Figure 1. I/O pins on the die edge (run 1).
Bar = 50 um. Pins as bars across the die edge, other pins in grey.
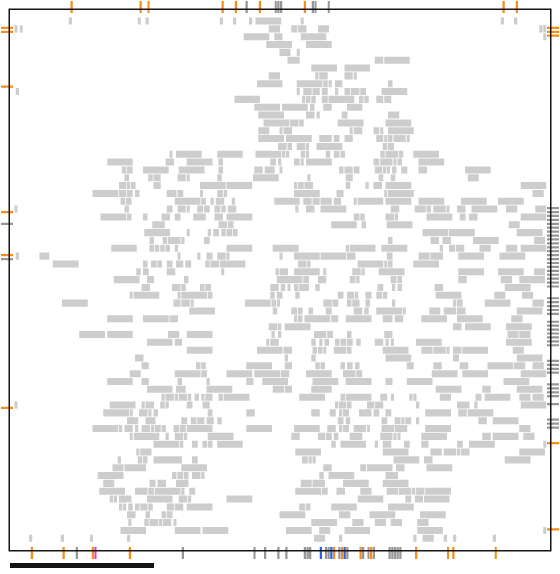
Figure 2. Drive-strength map (run 1).
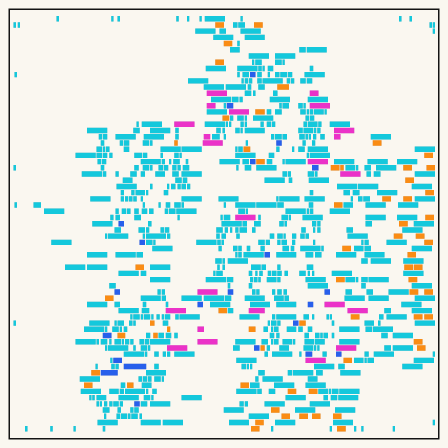
Figure 3. Cell density map (run 1).
19 x 19 tiles, from white (low) to dark blue (high), 0 to 100% covered.
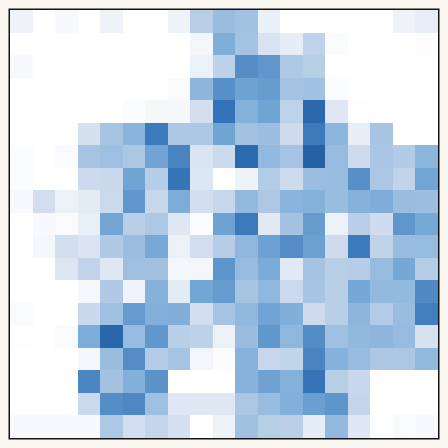
$ cat src/rtl/hex_entry_writer_pkg.sv
// Shared definitions for the push-button hex entry path: write FSM states,
// button indices into the conditioned-button vector, default write base and
// the nibble-increment helper used by the edit datapath.
package hex_entry_writer_pkg;

    typedef enum logic {
        IDLE  = 1'b0,
        WRITE = 1'b1
    } wr_state_t;

    localparam int unsigned BTN_LEFT  = 0;
    localparam int unsigned BTN_RIGHT = 1;
    localparam int unsigned BTN_UP    = 2;
    localparam int unsigned BTN_ENTER = 3;
    localparam int unsigned BTN_COUNT = 4;

    localparam logic [31:0] WR_BASE_DEFAULT = 32'h0000_0080;
    localparam logic [2:0]  CURSOR_MAX      = 3'd7;

    // Increment one nibble modulo 16; neighbouring nibbles never see a carry.
    function automatic logic [31:0] nibble_inc(input logic [31:0] value,
                                               input logic [2:0]  idx);
        logic [31:0] result;
        result = value;
        for (int unsigned i = 0; i < 8; i++) begin
            if (3'(i) == idx) begin
                result[4*i +: 4] = value[4*i +: 4] + 4'd1;
            end
        end
        return result;
    endfunction

endpackage

$ cat src/rtl/hex_entry_writer_btn_conditioner.sv
// Raw push-button conditioning: two-flop synchronizer, stability-counter
// debounce and a single-cycle pulse on each debounced press (0->1 edge).
module btn_conditioner #(
    parameter int unsigned DB_CYCLES = 500000
) (
    input  logic CLK_RAW,
    input  logic RESET_N,
    input  logic button_raw,
    output logic press
);

    localparam int unsigned       CNT_W    = $clog2(DB_CYCLES + 1);
    localparam logic [CNT_W-1:0]  CNT_LAST = CNT_W'(DB_CYCLES - 1);
    localparam logic [CNT_W-1:0]  CNT_SAT  = CNT_W'(DB_CYCLES);

    logic             sync_a;
    logic             sync_b;
    logic             sync_prev;
    logic             level;
    logic [CNT_W-1:0] stable_cnt;

    // Synchronize, count clocks of unchanged synced level, adopt it once stable, pulse on rise.
    always_ff @(posedge CLK_RAW or negedge RESET_N) begin
        if (!RESET_N) begin
            sync_a     <= 1'b0;
            sync_b     <= 1'b0;
            sync_prev  <= 1'b0;
            level      <= 1'b0;
            stable_cnt <= '0;
            press      <= 1'b0;
        end else begin
            sync_a    <= button_raw;
            sync_b    <= sync_a;
            sync_prev <= sync_b;
            press     <= 1'b0;
            if (sync_b != sync_prev) begin
                stable_cnt <= '0;
            end else begin
                if (stable_cnt != CNT_SAT) begin
                    stable_cnt <= stable_cnt + 1'b1;
                end
                if (stable_cnt == CNT_LAST) begin
                    level <= sync_b;
                    press <= sync_b & ~level;
                end
            end
        end
    end

endmodule

$ cat src/rtl/hex_entry_writer.sv
// Board-side hex entry: four debounced buttons edit a 32-bit value nibble by
// nibble, ENTER commits it as a valid/ready word write to the next slot.
module hex_entry_writer
    import hex_entry_writer_pkg::*;
#(
    parameter  int unsigned DB_CYCLES = 500000,
    parameter  logic [31:0] WR_BASE   = WR_BASE_DEFAULT,
    parameter  int unsigned WR_DEPTH  = 8,
    localparam int unsigned SLOT_W    = $clog2(WR_DEPTH)
) (
    input  logic              CLK_RAW,
    input  logic              RESET_N,
    input  logic              BUTTON_LEFT,
    input  logic              BUTTON_RIGHT,
    input  logic              BUTTON_UP,
    input  logic              BUTTON_ENTER,
    output logic [31:0]       entry_value,
    output logic [2:0]        cursor,
    output logic              wr_valid,
    output logic [31:0]       wr_addr,
    output logic [31:0]       wr_data,
    input  logic              wr_ready,
    output logic              wr_done,
    output logic [SLOT_W-1:0] slot
);

    logic [BTN_COUNT-1:0] button_raw;
    logic [BTN_COUNT-1:0] press;
    logic [31:0]          slot_addr;
    wr_state_t            state;

    assign button_raw[BTN_LEFT]  = BUTTON_LEFT;
    assign button_raw[BTN_RIGHT] = BUTTON_RIGHT;
    assign button_raw[BTN_UP]    = BUTTON_UP;
    assign button_raw[BTN_ENTER] = BUTTON_ENTER;

    for (genvar g = 0; g < BTN_COUNT; g++) begin : g_btn
        btn_conditioner #(
            .DB_CYCLES (DB_CYCLES)
        ) u_btn (
            .CLK_RAW    (CLK_RAW),
            .RESET_N    (RESET_N),
            .button_raw (button_raw[g]),
            .press      (press[g])
        );
    end

    // Word address of the current slot; 32-bit wraparound, low two bits always zero.
    assign slot_addr = WR_BASE + {{(32 - SLOT_W - 2){1'b0}}, slot, 2'b00};

    // Edit datapath and write FSM: one prioritized action per cycle in IDLE, handshake in WRITE.
    always_ff @(posedge CLK_RAW or negedge RESET_N) begin
        if (!RESET_N) begin
            state       <= IDLE;
            entry_value <= '0;
            cursor      <= '0;
            wr_valid    <= 1'b0;
            wr_addr     <= WR_BASE;
            wr_data     <= '0;
            wr_done     <= 1'b0;
            slot        <= '0;
        end else begin
            case (state)
                IDLE: begin
                    wr_done <= 1'b0;
                    if (press[BTN_ENTER]) begin
                        wr_data  <= entry_value;
                        wr_addr  <= slot_addr;
                        wr_valid <= 1'b1;
                        state    <= WRITE;
                    end else if (press[BTN_UP]) begin
                        entry_value <= nibble_inc(entry_value, cursor);
                    end else if (press[BTN_LEFT]) begin
                        if (cursor != CURSOR_MAX) begin
                            cursor <= cursor + 3'd1;
                        end
                    end else if (press[BTN_RIGHT]) begin
                        if (cursor != 3'd0) begin
                            cursor <= cursor - 3'd1;
                        end
                    end
                end
                WRITE: begin
                    if (wr_valid && wr_ready) begin
                        wr_valid <= 1'b0;
                        wr_done  <= 1'b1;
                        slot     <= slot + 1'b1;
                        state    <= IDLE;
                    end
                end
                default: state <= IDLE;
            endcase
        end
    end

endmodule

$ cat config.mk
export PLATFORM = sky130hd
export DESIGN_NAME = hex_entry_writer
export DESIGN_NICKNAME = d
export VERILOG_FILES = /design/src/rtl/hex_entry_writer_pkg.sv /design/src/rtl/hex_entry_writer_btn_conditioner.sv /design/src/rtl/hex_entry_writer.sv
export SDC_FILE = /design/constraint.sdc
export NUM_CORES = 1
export LEC_CHECK = 0
export CAP_MARGIN = 20
export CORE_UTILIZATION = 24
export CTS_CLUSTER_SIZE = 16
export DETAILED_ROUTE_END_ITERATION = 7
export DONT_BUFFER_PORTS = 1
export PLACE_DENSITY = 0.42
export SLEW_MARGIN = 20
export SYNTH_ARGS = -nofsm -noshare
export SYNTH_HDL_FRONTEND = slang
export SYNTH_SLANG_ARGS = --single-unit
$ cat constraint.sdc
create_clock -name CLK_RAW -period 2.4 [get_ports CLK_RAW]
set_clock_uncertainty 0.15 [all_clocks]
set_input_delay 0.6 -clock CLK_RAW [delete_from_list [all_inputs] [get_ports CLK_RAW]]
set_output_delay 0.6 -clock CLK_RAW [all_outputs]
set_load 0.02 [all_outputs]
==> results.tsv, run 1 <==
stage	metric	value	unit
finish	lay_top_count	dfrtp_1	
synth	ys_seq_frac	0.522	
clock_tree	cts_sinks	172	
run	cap_violations	0	
finish	fillers	3525	
final_timing	period_used_share	0.919	
floorplan	initial_core_util	0.245	
finish	drive_gt1_frac	0.140	
outcome	violations	negative hold slack	
synth	edf_count	0	
place	dp_hpwl	11.5	mm
setup_path	path_max_fanout	4	
finish	final_cells	1225	
clock_tree	ctsResizeCount	0	
setup_path	r2r_end	g_btn[1].u_btn.stable_cnt[0]$_DFFE_PN0P_	
finish	nNetsFinal	799	
clock_tree	clock.latency.late_pin	0.44	ns
final_timing	fin_hold_ws	-0.295	ns
setup_path	crit_path_top_delay_cell	or4_4	
synth	synth_cells	754	
finish	flop-count	172	
floorplan	fp.dieH	187	um
setup_path	crit_chain	or4_4 > or3_4 > nor4_4 > mux2_2	
synth	async_reset_ff_frac	1.00	
final_timing	min_period	2.20	ns
setup_path	worst-path-stages	4	
setup_path	path_class	flip-flop to flip-flop	
outcome	status	complete, but fails checks	
detailed_routing	drc	0	
synth	ys_types	50	
synth	largest_area_cell	dfrtp_1	
place	globalplace.congestion	0.726	
finish	clock_area_frac	0.0584	
final_timing	fmax	454	MHz
place	pre_cts_slack	0.185	ns
power_and_ir_drop	power	6.03	mW
setup_path	crit_path_start_kind	flip-flop	
clock_tree	clk_path_buf_depth	2	
setup_path	r2r-start	g_btn[1].u_btn.stable_cnt[11]$_DFFE_PN0P_	
finish	comb_cells	534	
final_timing	hold_viol	172	
synth	ys_sh_xor	0.0775	
Back to the opening pictures, Figure 1:
Key: magenta = RESET_N [pins 1, direction input, edge south]; orange = wr_addr [pins 32, direction output, edge 12 south, 9 north, 6 west, 5 east]; blue = slot [pins 3, direction output, edge south]
All pins by edge: 50 east, 37 south, 16 north, 8 west.

Back to the opening pictures, Figure 2:
Key: cyan = x1 and smaller [cells 668, share 86%]; magenta = x6 and larger [cells 23, share 3.0%]; blue = x3 and x4 [cells 22, share 2.8%]; orange = x2 [cells 64, share 8.2%]
setup slack after layout: 0.196 ns
post-route cell area: 9280 um^2
Syn-to-layout area delta: 12.4%
Buffers excl. clock: 14

Back to the opening pictures, Figure 3:
The densest ninth of the die: east. 27% of the tiles are nearly empty. The emptiest ninth of the die: north-west. 1.1% of the tiles are over 75% full.

-- run 1: kinds of logic (layout without fill, tap and decap cells) --
logic type,count (synthesis),count (layout)
and+or+nand+nor,284,284
DFF,172,172
buffers and inverters,75,71
xor gates and xnor gates,73,73
AOI/OAI and AO/OA,70,70
muxes,50,50
adders and majority gates,28,28
other,2,29
-- run 1: per-layer routing --
layer / wire length, um / share of wire
met3: 656 / 0.038
met4: 261 / 0.015
met2: 8060 / 0.47
met5: 0 / 0
met1: 8320 / 0.48
-- run 1: power breakdown --
part           leakage [nW]  internal, mW  total [mW]  switching (mW)
sequential             2.36          2.97        3.14           0.163
clock                 0.261          1.35        2.60            1.26
combinational          1.42         0.114       0.292           0.178
total                  4.04          4.44        6.03            1.60
-- run 1: what timing repair did --
action | 4_1_cts | 5_1_grt
hold endpoints to repair | 172 | 173
setup endpoints to repair | 0 | 0
buffers inserted | 0 | 0
-- run 1: worst min path at each step --
stage / to / slack [ns]
2_1_floorplan: cursor[0]$_DFFE_PN0P_ / 0.15
6_report: g_btn[2].u_btn.sync_a$_DFF_PN0_ / -0.29
4_1_cts: g_btn[1].u_btn.sync_a$_DFF_PN0_ / -0.32
3_3_place_gp: g_btn[1].u_btn.stable_cnt[5]$_DFFE_PN0P_ / 0.16
5_1_grt: g_btn[1].u_btn.stable_cnt[0]$_DFFE_PN0P_ / -0.33
3_5_place_dp: g_btn[1].u_btn.stable_cnt[5]$_DFFE_PN0P_ / 0.16
-- run 1: registers in the layout, indices dropped and copies added (netlist names) --
signal	flops
g_btn.u_btn.stable_cnt	76
entry_value	32
wr_data	32
g_btn.u_btn.level	4
g_btn.u_btn.press	4
g_btn.u_btn.sync_a	4
g_btn.u_btn.sync_b	4
g_btn.u_btn.sync_prev	4
cursor	3
slot	3
wr_addr	3
state	1
wr_done	1
wr_valid	1
Figure 4. Cell outlines without signal wires (run 1).
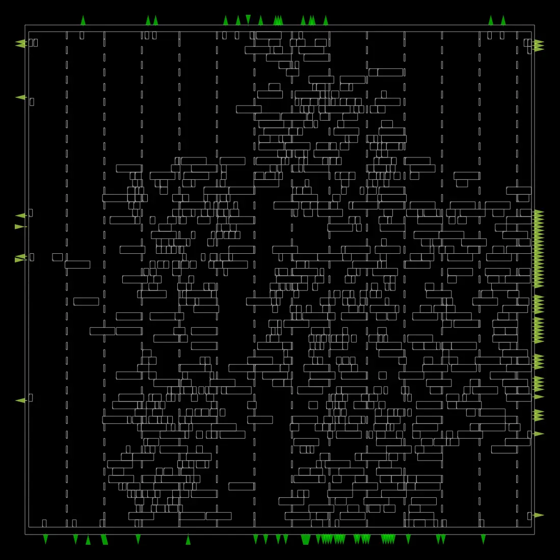

--- run 2 (diff from run 1) ---
Settings changed: CORE_UTILIZATION 24 to 35, PLACE_DENSITY 0.42 to 0.54.
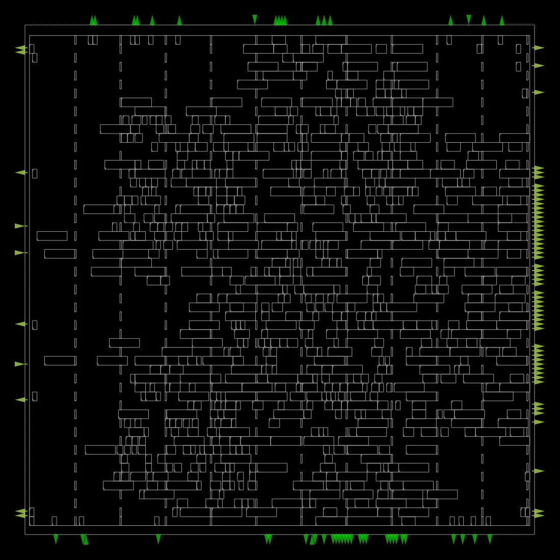
Figure 5: run 2, cell outlines without signal wires.
flop count: 172
Tapcells: 313
Core ar.: 22800 um^2
sequential share of cell area: 0.473
fillers: 2232

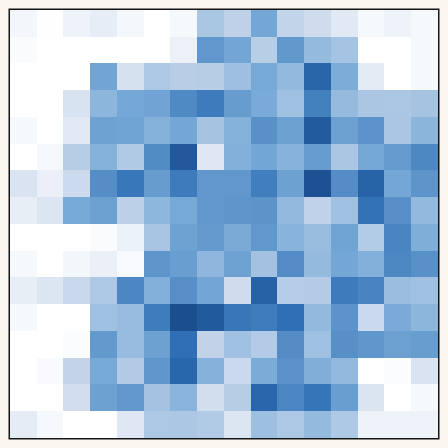
Figure 6: run 2, cell density map.
16 x 16 tiles, from white (low) to dark blue (high), 0 to 100% covered.
Initial Util: 0.361
Finished Core Util: 0.398

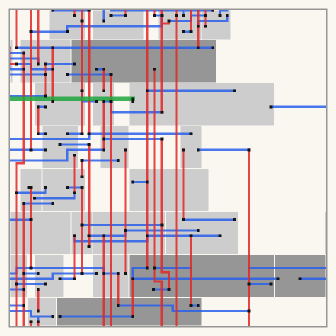
Figure 7: run 2, a small window of the routed layout.
Window x 107 to 127, y 107 to 127 um. Cells in grey, sequential cells in the stronger grey; small squares are vias.
Key: blue = M1; red = M2; green = M3
23 logic cells have their middle in the window. Netlist names of flops here include g_btn.u_btn.stable_cnt (3). Sequential cells in the window: 3. Most frequent: dfrtp_1 (3).

==> run 2 against run 1 <==
The flow still finishes with violations (negative hold slack); die size is 31% lower; first-iteration DRC count increased by 28%; total power is 0.11% higher; global-route usage increased by 3.1 points; synthesized cell count unchanged; routed wire length decreased by 11%.
==> results.tsv, run 2 <==
stage	metric	value	unit	change
clock_tree	postCtsSetupRepairBufs	0		unchanged
power_and_ir_drop	p_sw	1.50	mW	was 1.60 mW
clock_tree	ctsResizeCount	0		unchanged
setup_path	crit_chain	or4_4 > or3_4 > nor4_4 > mux2_2		unchanged
outcome	status	complete, but fails checks		unchanged
final_timing	period_used_share	0.913		was 0.919
clock_tree	clk_path_buf_depth	2		unchanged
clock_tree	clock.latency.late_pin	0.43	ns	was 0.44 ns
finish	top_regs	g_btn.u_btn.stable_cnt: 76 flops, entry_value: 32 flops, wr_data: 32 flops		unchanged
final_timing	min_period	2.19	ns	was 2.20 ns
setup_path	path_class	flip-flop to flip-flop		unchanged
run	cap_violations	0		unchanged
synth	async_reset_ff_frac	1.00		unchanged
finish	top_register	g_btn.u_btn.stable_cnt		unchanged
finish	clock_area_frac	0.0615		was 0.0584
final_timing	fin_hold_ws	-0.285	ns	was -0.295 ns
power_and_ir_drop	pwr-share-seq	0.520		about the same
finish	largest_reg_flops	76		unchanged
setup_path	crit_path_top_delay_cell	or4_4		unchanged
outcome	violations	negative hold slack		unchanged
finish	lay_top_count	dfrtp_1		unchanged
final_timing	fmax	456	MHz	was 454 MHz
power_and_ir_drop	p_int	4.54	mW	was 4.44 mW
final_timing	hold_viol	172		unchanged
run 2: kinds of logic after synthesis:
family,synth area share
multiplexers,0.0682
buffers and inverters,0.0481
AND/OR/NAND/NOR,0.193
adder cells (fa/ha/maj),0.0425
AND-OR/OR-AND,0.0479
flip-flops,0.522
XOR/XNOR,0.0775
other,0.000910
run 2: final timing paths:
check                                                            to  slack, ns  cells past startpoint
max                        g_btn[1].u_btn.stable_cnt[0]$_DFFE_PN0P_       0.21                      4
max reg2reg                g_btn[1].u_btn.stable_cnt[0]$_DFFE_PN0P_       0.21                      4
max in group asynchronous                   wr_data[25]$_DFFE_PN0P_       2.09                      0
min in group CLK_RAW                g_btn[0].u_btn.sync_a$_DFF_PN0_       0.05                      0
min reg2reg                         g_btn[3].u_btn.sync_b$_DFF_PN0_       0.20                      0
min                        g_btn[2].u_btn.stable_cnt[0]$_DFFE_PN0P_      -0.28                      0
run 2: power by group through the flow:
stage,clock network [mW],logic (mW),registers [mW]
after global routing,2.84,0.331,3.15
after CTS,2.70,0.289,3.14
after floorplan,0,0.291,3.15
final,2.61,0.287,3.14
after global placement,0,0.285,3.20
after detailed placement,0,0.288,3.20
run 2: stage by stage:
step	power, mW	cells	utilization	area [um^2]
global placement	3.49	1055	0.374	8540
global route	6.33	1086	0.398	9100
CTS	6.14	1086	0.398	9100
finish	6.04	1086	0.398	9100
detailed placement	3.49	1055	0.374	8540
floorplan	3.44	781	-	8350
run 2: metal layers:
layer / vias to the layer above / GRT usage / part of all wire
li1: 2611 / - / -
met1: 2563 / 0.188 / 0.51
met2: 100 / 0.209 / 0.44
met3: 19 / 0.0303 / 0.035
met4: 0 / 0.0490 / 0.015
met5: - / 0 / 0
Figure 8. I/O pins on the die edge (run 2).
Bar = 50 um. Pins as bars across the die edge, other pins in grey.
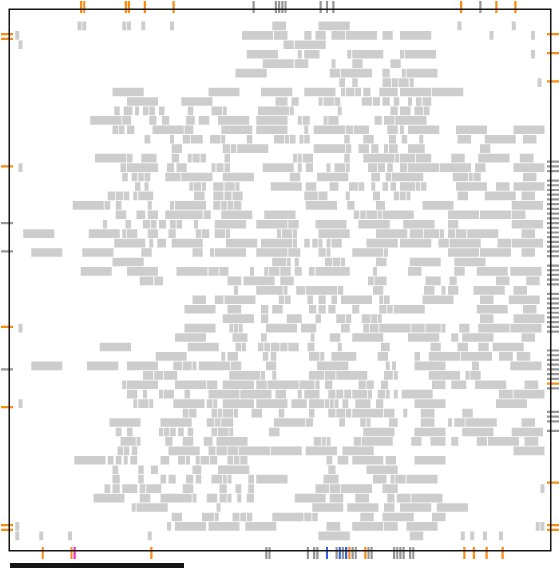

--- run 3 (diff from run 2) ---
Settings changed: DONT_BUFFER_PORTS 1 to unset, PLACE_DENSITY 0.54 to 0.6.
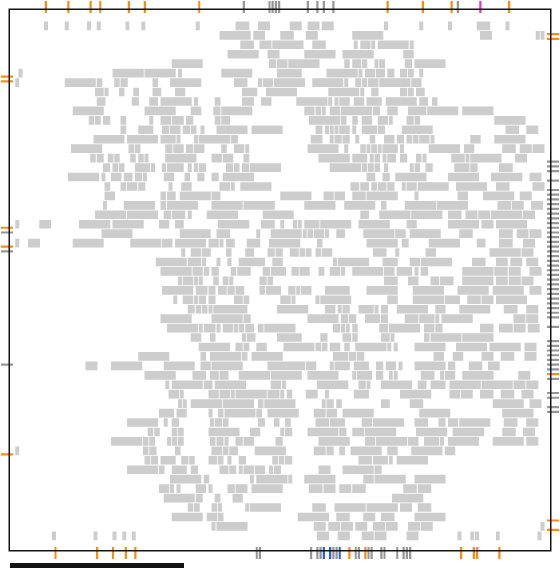
Figure 9: run 3, I/O pins on the die edge.
Bar = 50 um. Pins as bars across the die edge, other pins in grey.
Key: magenta = RESET_N [pins 1, direction input, edge north]; orange = wr_addr [pins 32, direction output, edge 11 north, 11 south, 5 west, 5 east]; blue = slot [pins 3, direction output, edge south]
All pins by edge: 50 east, 31 south, 22 north, 8 west.
Port Buffers: 81
Vert. Die Dim: 156 um

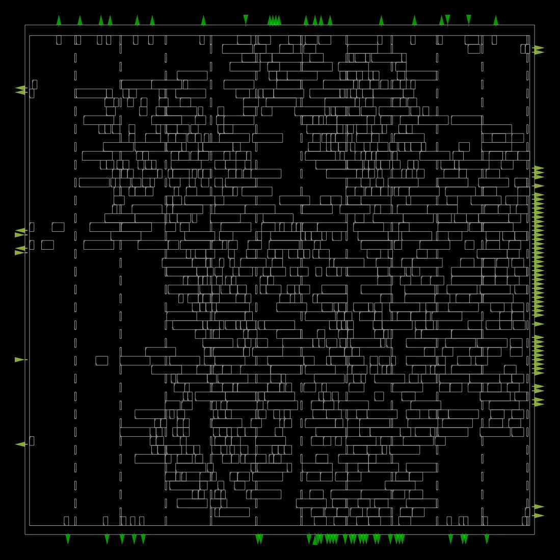
Figure 10: run 3, cell outlines without signal wires.
final std cells w/o fill: 1174
fillers: 2179
sequential share of cell area: 0.431
Finished Core Util: 0.437

==> run 3 against run 2 <==
The run now ends clean; global-route usage grew 0.17 points; total power is 2.4% higher; sequential cell count unchanged; synthesized area stayed put; fmax shrank 3.9%; clock power barely moved; critical path depth is 3 lower; design area is 9.8% higher; worst setup slack worse by 0.089 ns; combinational power increased by 66%; register-to-register slack worse by 0.02 ns; synthesized cell count unchanged; critical endpoint is now cursor[0]; highest routed layer unchanged.
==> results.tsv, run 3 <==
stage	metric	value	unit	change
clock_tree	clk_path_buf_depth	2		unchanged
clock_tree	clock.latency.late_pin	0.43	ns	about the same
clock_tree	postCtsSetupRepairBufs	0		unchanged
synth	largest_area_cell	dfrtp_1		unchanged
final_timing	period_used_share	0.950		was 0.913
setup_path	crit_path_top_delay_cell	clkdlybuf4s50_1		was or4_4
power_and_ir_drop	pwr-share-seq	0.501		was 0.520
power_and_ir_drop	switching_share	0.253		was 0.248
setup_path	path_max_fanout	5		was 4
synth	edf_count	0		unchanged
finish	top_regs	g_btn.u_btn.stable_cnt: 76 flops, entry_value: 32 flops, wr_data: 32 flops		unchanged
synth	ys_types	50		unchanged
setup_path	reg2regPathDepth	4		unchanged
finish	final_area	9990	um^2	was 9100 um^2
setup_path	r2r-start	g_btn[1].u_btn.stable_cnt[11]$_DFFE_PN0P_		unchanged
setup_path	crit_chain	clkdlybuf4s50_1		was or4_4 > or3_4 > nor4_4 > mux2_2
setup_path	r2r_end	g_btn[1].u_btn.stable_cnt[0]$_DFFE_PN0P_		unchanged
place	placed_area	9410	um^2	was 8540 um^2
synth	ys_seq_frac	0.522		unchanged
detailed_routing	wl_met1	7.72	mm	was 7.85 mm
finish	nNetsFinal	883		was 796
power_and_ir_drop	power	6.19	mW	was 6.04 mW
synth	aoi_share	0.0479		unchanged
grt	met2_usage	0.217		was 0.209
synth	synth.logic.top_family	simple AND/OR/NAND/NOR gates		unchanged
power_and_ir_drop	power_frac_clock	0.422		was 0.432
setup_path	rrSetupSlack	0.19	ns	was 0.21 ns
place	dp_hpwl	11.0	mm	was 10.3 mm
outcome	status	finished, final reports clean		was complete, but fails checks
detailed_routing	met2_length	7.03	mm	was 6.86 mm
setup_path	path_class	flip-flop to output port		was flip-flop to flip-flop
synth	synth_cells	754		unchanged
finish	largest_reg_flops	76		unchanged
synth	ys_sh_xor	0.0775		unchanged
power_and_ir_drop	p_int	4.62	mW	was 4.54 mW
setup_path	worst-path-stages	1		was 4
power_and_ir_drop	pwr-share-comb	0.077		was 0.048
finish	lay_top_count	dfrtp_1		unchanged
hold_path	holdPathStages	0		
synth	mux_share	0.0682		unchanged
run	cap_violations	0		unchanged
power_and_ir_drop	p_sw	1.57	mW	was 1.50 mW
finish	drive_gt1_frac	0.131		was 0.138
grt	busiest_layer	met2		unchanged
final_timing	fmax	439	MHz	was 456 MHz
detailed_routing	dr_wl_met3	561	um	was 539 um
finish	top_register	g_btn.u_btn.stable_cnt		unchanged
place	globalplace.congestion	0.825		was 0.771
final_timing	min_period	2.28	ns	was 2.19 ns
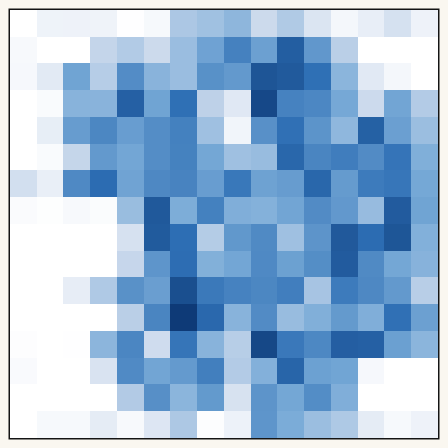
Figure 11: run 3, cell density map.
16 x 16 tiles, from white (low) to dark blue (high), 0 to 100% covered.
The emptiest ninth of the die: south-west. The fullest tile reaches 96%. The mean over all tiles is 40%. 16% of the tiles are nearly empty.

## run 3: cell types whose count changed in the layout (fill, tap and decap cells not counted), sizes merged
cell           previous run  this run
clkinvlp                  3         5
buf                      11        17
dlygate4sd3               0         1
clkdlybuf4s50             0        79
clkbuf                   18        19
dlymetal6s2s              0         1
clkinv                    7         5
## run 3: worst min-delay path by stage
stage / end / slack, ns
floorplan: cursor[0]$_DFFE_PN0P_ / 0.15
global placement: g_btn[2].u_btn.sync_b$_DFF_PN0_ / 0.18
detailed placement: g_btn[0].u_btn.sync_b$_DFF_PN0_ / 0.19
CTS: g_btn[2].u_btn.sync_b$_DFF_PN0_ / 0.20
global route: g_btn[0].u_btn.sync_b$_DFF_PN0_ / 0.20
finish: g_btn[2].u_btn.sync_b$_DFF_PN0_ / 0.20
## run 3: power by group through the flow
stage	logic, mW	clock network, mW	registers (mW)
2_1_floorplan	0.291	0	3.15
3_3_place_gp	0.479	0	3.15
3_5_place_dp	0.484	0	3.15
4_1_cts	0.488	2.70	3.10
5_1_grt	0.543	2.81	3.11
6_report	0.477	2.61	3.10
## run 3: logic make-up after synthesis
kind of cell / Yosys count
multiplexers: 50
flip-flops: 172
AND/OR/NAND/NOR: 284
buffers and inverters: 75
AND-OR/OR-AND: 70
other: 2
XOR/XNOR: 73
adder cells (fa/ha/maj): 28
## run 3: through the flow
step / utilization / instances / worst slack (ns)
after detailed placement: 0.412 / 1141 / 0.184
after global routing: 0.437 / 1174 / 0.0627
after CTS: 0.437 / 1174 / 0.0318
final: 0.437 / 1174 / 0.120
after floorplan: - / 781 / 0.267
after global placement: 0.412 / 1141 / 0.215
## run 3: cell type report
cell class	count	area, um^2
clock buffer	19	443
timing repair buffer	98	982
fill	2179	12900
multi-input combinational	534	3650
sequential	172	4300
inverter	25	93.8
clock inverter	13	118
tap	313	392
No activity file was given, so power comes from the tool's default toggle rates.
